===== config.mk =====
export PLATFORM = sky130hd
export DESIGN_NAME = state_trace_buffer
export DESIGN_NICKNAME = d
export VERILOG_FILES = /design/src/rtl/state_trace_buffer.sv
export SDC_FILE = /design/constraint.sdc
export NUM_CORES = 1
export LEC_CHECK = 0
export ABC_CLOCK_PERIOD_IN_PS = 5100
export CAP_MARGIN = 40
export CORE_UTILIZATION = 61
export CTS_CLUSTER_DIAMETER = 120
export DETAILED_ROUTE_END_ITERATION = 16
export HOLD_SLACK_MARGIN = 0.1
export PLACE_DENSITY = 0.77
export SYNTH_ARGS = -nofsm -noshare
export SYNTH_HDL_FRONTEND = slang
export SYNTH_SLANG_ARGS = --single-unit

===== constraint.sdc =====
create_clock -name clk -period 5.1 [get_ports clk]
set_input_delay 1.02 -clock clk [delete_from_list [all_inputs] [get_ports clk]]
set_output_delay 1.02 -clock clk [all_outputs]
set_load 0.05 [all_outputs]

===== src/rtl/state_trace_buffer.sv =====
// Timestamped trace recorder for an FSM state bus: circular buffer with change-only or
// every-cycle capture, overwrite-on-full, and a state-match trigger that freezes capture.
module state_trace_buffer #(
    parameter int STATE_W = 5,
    parameter int DEPTH   = 16,
    parameter int TS_W    = 16
) (
    input  logic                      clk,
    input  logic                      rst_n,
    input  logic                      i_clear,
    input  logic [STATE_W-1:0]        i_state_in,
    input  logic                      i_cap_en,
    input  logic                      i_mode,
    input  logic                      i_trig_en,
    input  logic [STATE_W-1:0]        i_trig_state,
    input  logic                      i_rd_ready,
    output logic                      o_rd_valid,
    output logic [TS_W+STATE_W-1:0]   o_rd_data,
    output logic [$clog2(DEPTH):0]    o_count,
    output logic                      o_overflow,
    output logic                      o_triggered,
    output logic                      o_frozen
);
    localparam int AW = $clog2(DEPTH);
    localparam int CW = AW + 1;
    localparam int DW = TS_W + STATE_W;

    typedef enum logic [1:0] {
        S_IDLE,
        S_ARMED,
        S_POST,
        S_FROZEN
    } trig_fsm_t;

    logic [DW-1:0]      r_mem [DEPTH];
    logic [TS_W-1:0]    r_ts;
    logic [STATE_W-1:0] r_prev;
    logic               r_prev_valid;
    logic [AW-1:0]      r_wr_ptr;
    logic [AW-1:0]      r_rd_ptr;
    logic [CW-1:0]      r_count;
    logic               r_overflow;
    logic               r_triggered;
    logic [AW-1:0]      r_post_cnt;
    trig_fsm_t          r_fsm;

    trig_fsm_t          w_fsm_next;
    logic [AW-1:0]      w_post_cnt_next;
    logic               w_triggered_next;
    logic               w_full;
    logic               w_write;
    logic               w_read;
    logic               w_rd_adv;

    assign w_full   = (r_count == CW'(DEPTH));
    assign w_write  = i_cap_en && (r_fsm != S_FROZEN) &&
                      (i_mode || (i_state_in != r_prev) || !r_prev_valid);
    assign w_read   = o_rd_valid && i_rd_ready;
    // When full, an unread write evicts the head, so the read pointer moves either way.
    assign w_rd_adv = w_read || (w_write && w_full);

    assign o_rd_valid  = (r_count != '0);
    assign o_rd_data   = o_rd_valid ? r_mem[r_rd_ptr] : '0;
    assign o_count     = r_count;
    assign o_overflow  = r_overflow;
    assign o_triggered = r_triggered;
    assign o_frozen    = (r_fsm == S_FROZEN);

    always_comb begin
        w_fsm_next       = r_fsm;
        w_post_cnt_next  = r_post_cnt;
        w_triggered_next = r_triggered;
        case (r_fsm)
            S_IDLE: begin
                if (i_trig_en)
                    w_fsm_next = S_ARMED;
            end
            S_ARMED: begin
                if (!i_trig_en) begin
                    w_fsm_next = S_IDLE;
                end else if (w_write && (i_state_in == i_trig_state)) begin
                    w_fsm_next       = S_POST;
                    w_post_cnt_next  = AW'(DEPTH / 2);
                    w_triggered_next = 1'b1;
                end
            end
            S_POST: begin
                if (w_write) begin
                    w_post_cnt_next = r_post_cnt - AW'(1);
                    if (r_post_cnt == AW'(1))
                        w_fsm_next = S_FROZEN;
                end
            end
            default: w_fsm_next = S_FROZEN;
        endcase
    end

    always_ff @(posedge clk or negedge rst_n) begin
        if (!rst_n) begin
            r_fsm       <= S_IDLE;
            r_post_cnt  <= '0;
            r_triggered <= 1'b0;
        end else if (i_clear) begin
            r_fsm       <= S_IDLE;
            r_post_cnt  <= '0;
            r_triggered <= 1'b0;
        end else begin
            r_fsm       <= w_fsm_next;
            r_post_cnt  <= w_post_cnt_next;
            r_triggered <= w_triggered_next;
        end
    end

    always_ff @(posedge clk or negedge rst_n) begin
        if (!rst_n) begin
            r_ts         <= '0;
            r_prev       <= '0;
            r_prev_valid <= 1'b0;
            r_wr_ptr     <= '0;
            r_rd_ptr     <= '0;
            r_count      <= '0;
            r_overflow   <= 1'b0;
        end else if (i_clear) begin
            r_ts         <= '0;
            r_prev       <= '0;
            r_prev_valid <= 1'b0;
            r_wr_ptr     <= '0;
            r_rd_ptr     <= '0;
            r_count      <= '0;
            r_overflow   <= 1'b0;
        end else begin
            r_ts <= r_ts + TS_W'(1);
            if (i_cap_en) begin
                r_prev       <= i_state_in;
                r_prev_valid <= 1'b1;
            end
            if (w_write)
                r_wr_ptr <= r_wr_ptr + AW'(1);
            if (w_rd_adv)
                r_rd_ptr <= r_rd_ptr + AW'(1);
            if (w_write && !w_read) begin
                if (w_full)
                    r_overflow <= 1'b1;
                else
                    r_count <= r_count + CW'(1);
            end else if (!w_write && w_read) begin
                r_count <= r_count - CW'(1);
            end
        end
    end

    // Storage is never reset so it can map onto plain RAM.
    always_ff @(posedge clk) begin
        if (rst_n && !i_clear && w_write)
            r_mem[r_wr_ptr] <= {r_ts, i_state_in};
    end

endmodule


Signal wires by layer:
The bar under the picture is 50 microns long.
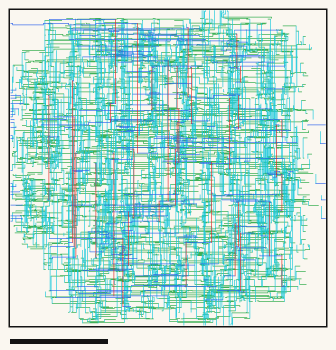
red -> M4  # wire length 1170 microns
green -> M1  # wire length 13200 microns
cyan -> M2  # wire length 15600 microns
blue -> M3  # wire length 2550 microns

A small window of the routed layout:
The bar under the picture is 5 microns long. Window x 70 to 90, y 103 to 123 microns. Cells in gray, sequential cells in the stronger gray; small squares are vias.
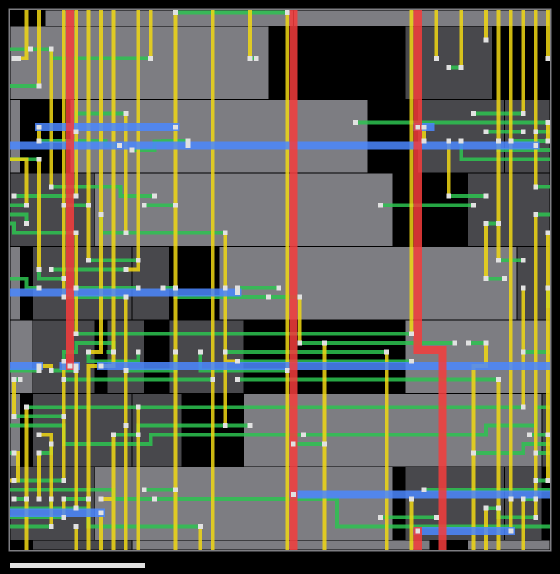
yellow -> M2
red -> M4
blue -> M3
green -> M1
netlist names of flops here include = `r_mem` (6)
cells with their middle in the window = 20
most frequent = edfxtp_1 (6), mux2i_1 (5)
sequential cells in the window = 6

Routing congestion:
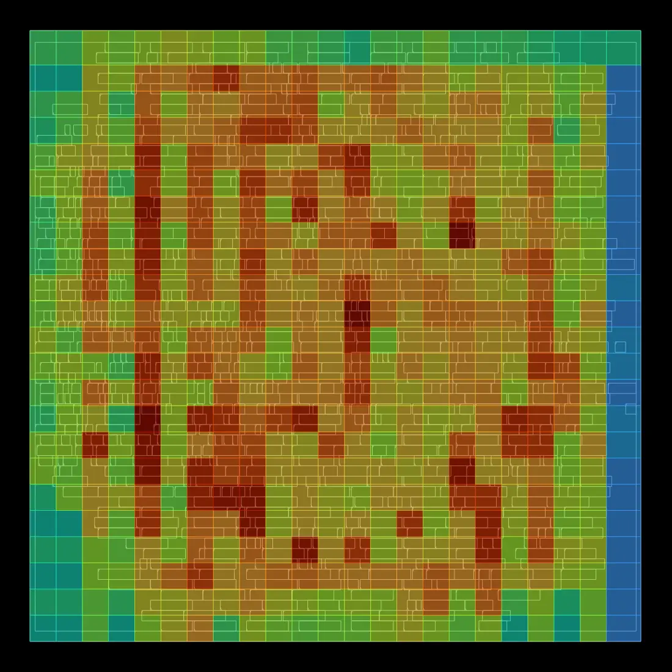
drt wl/cell: 24.8 microns
Total GRT Usage: 0.261
grt met2 use: 0.413
met1 usage: 0.355

==> results.py <==
# Metrics from the implementation run
metrics = {
    "status": {
        "status": "completed",
    },
    "synthesis": {
        "flop_cell": "edfxtp_1",
        "ys_cells": 882,
        "ys_seq_frac": 0.725,
        "syn_nets": 912,
        "xor_share": 0.0165,
        "yosysTopAreaCellShare": 0.655,
        "simple_gate_share": 0.0447,
        "netlist_area_sq_um": 15400,
    },
    "power_and_ir_drop": {
        "p_clk_mw": 2.56,
        "total_power_mw": 8.65,
        "power.share.clock": 0.296,
    },
    "hold_path": {
        "min_to": "r_prev_valid",
        "hold_depth": 2,
        "hold_class": "reg -> reg",
    },
    "layout": {
        "seq_cell_count": 379,
        "regArea_sq_um": 11200,
        "reg.largest.list": "r_mem x336, r_ts x16",
        "antenna_cells": 0,
        "final_layout_top_logic_cells": "edfxtp_1, mux2i_1, o221ai_1",
        "nClkBuffers": 52,
        "design_area_sq_um": 17700,
        "top_register": "r_mem",
    },
    "route": {
        "wirelength_microns": 32500,
        "drtIter0Drc": 725,
        "drtAntennaViolNets": 0,
    },
    "setup_path": {
        "arrival_ps": 3140,
        "worstReg2RegEnd": "o_count[4]",
        "path_max_fanout": 26,
        "critPathKind": "reg -> out",
        "critPathCaptureType": "output pin",
    },
    "clocking": {
        "cts_max_level": 2,
        "cts_sinks": 379,
        "hold_buffers": 0,
    },
    "timing": {
        "finalMaxSlewViolations": 0,
        "max_slew_margin": 0.438,
        "finalCritPeriodShare": 0.816,
        "hold_viol": 0,
    },
    "floorplan": {
        "chipArea_sq_um": 25900,
        "core_area_sq_um": 24500,
    },
    "flow_run": {
        "tool_warnings": 31,
    },
    "placed_design": {
        "dp.cells": 1244,
    },
}
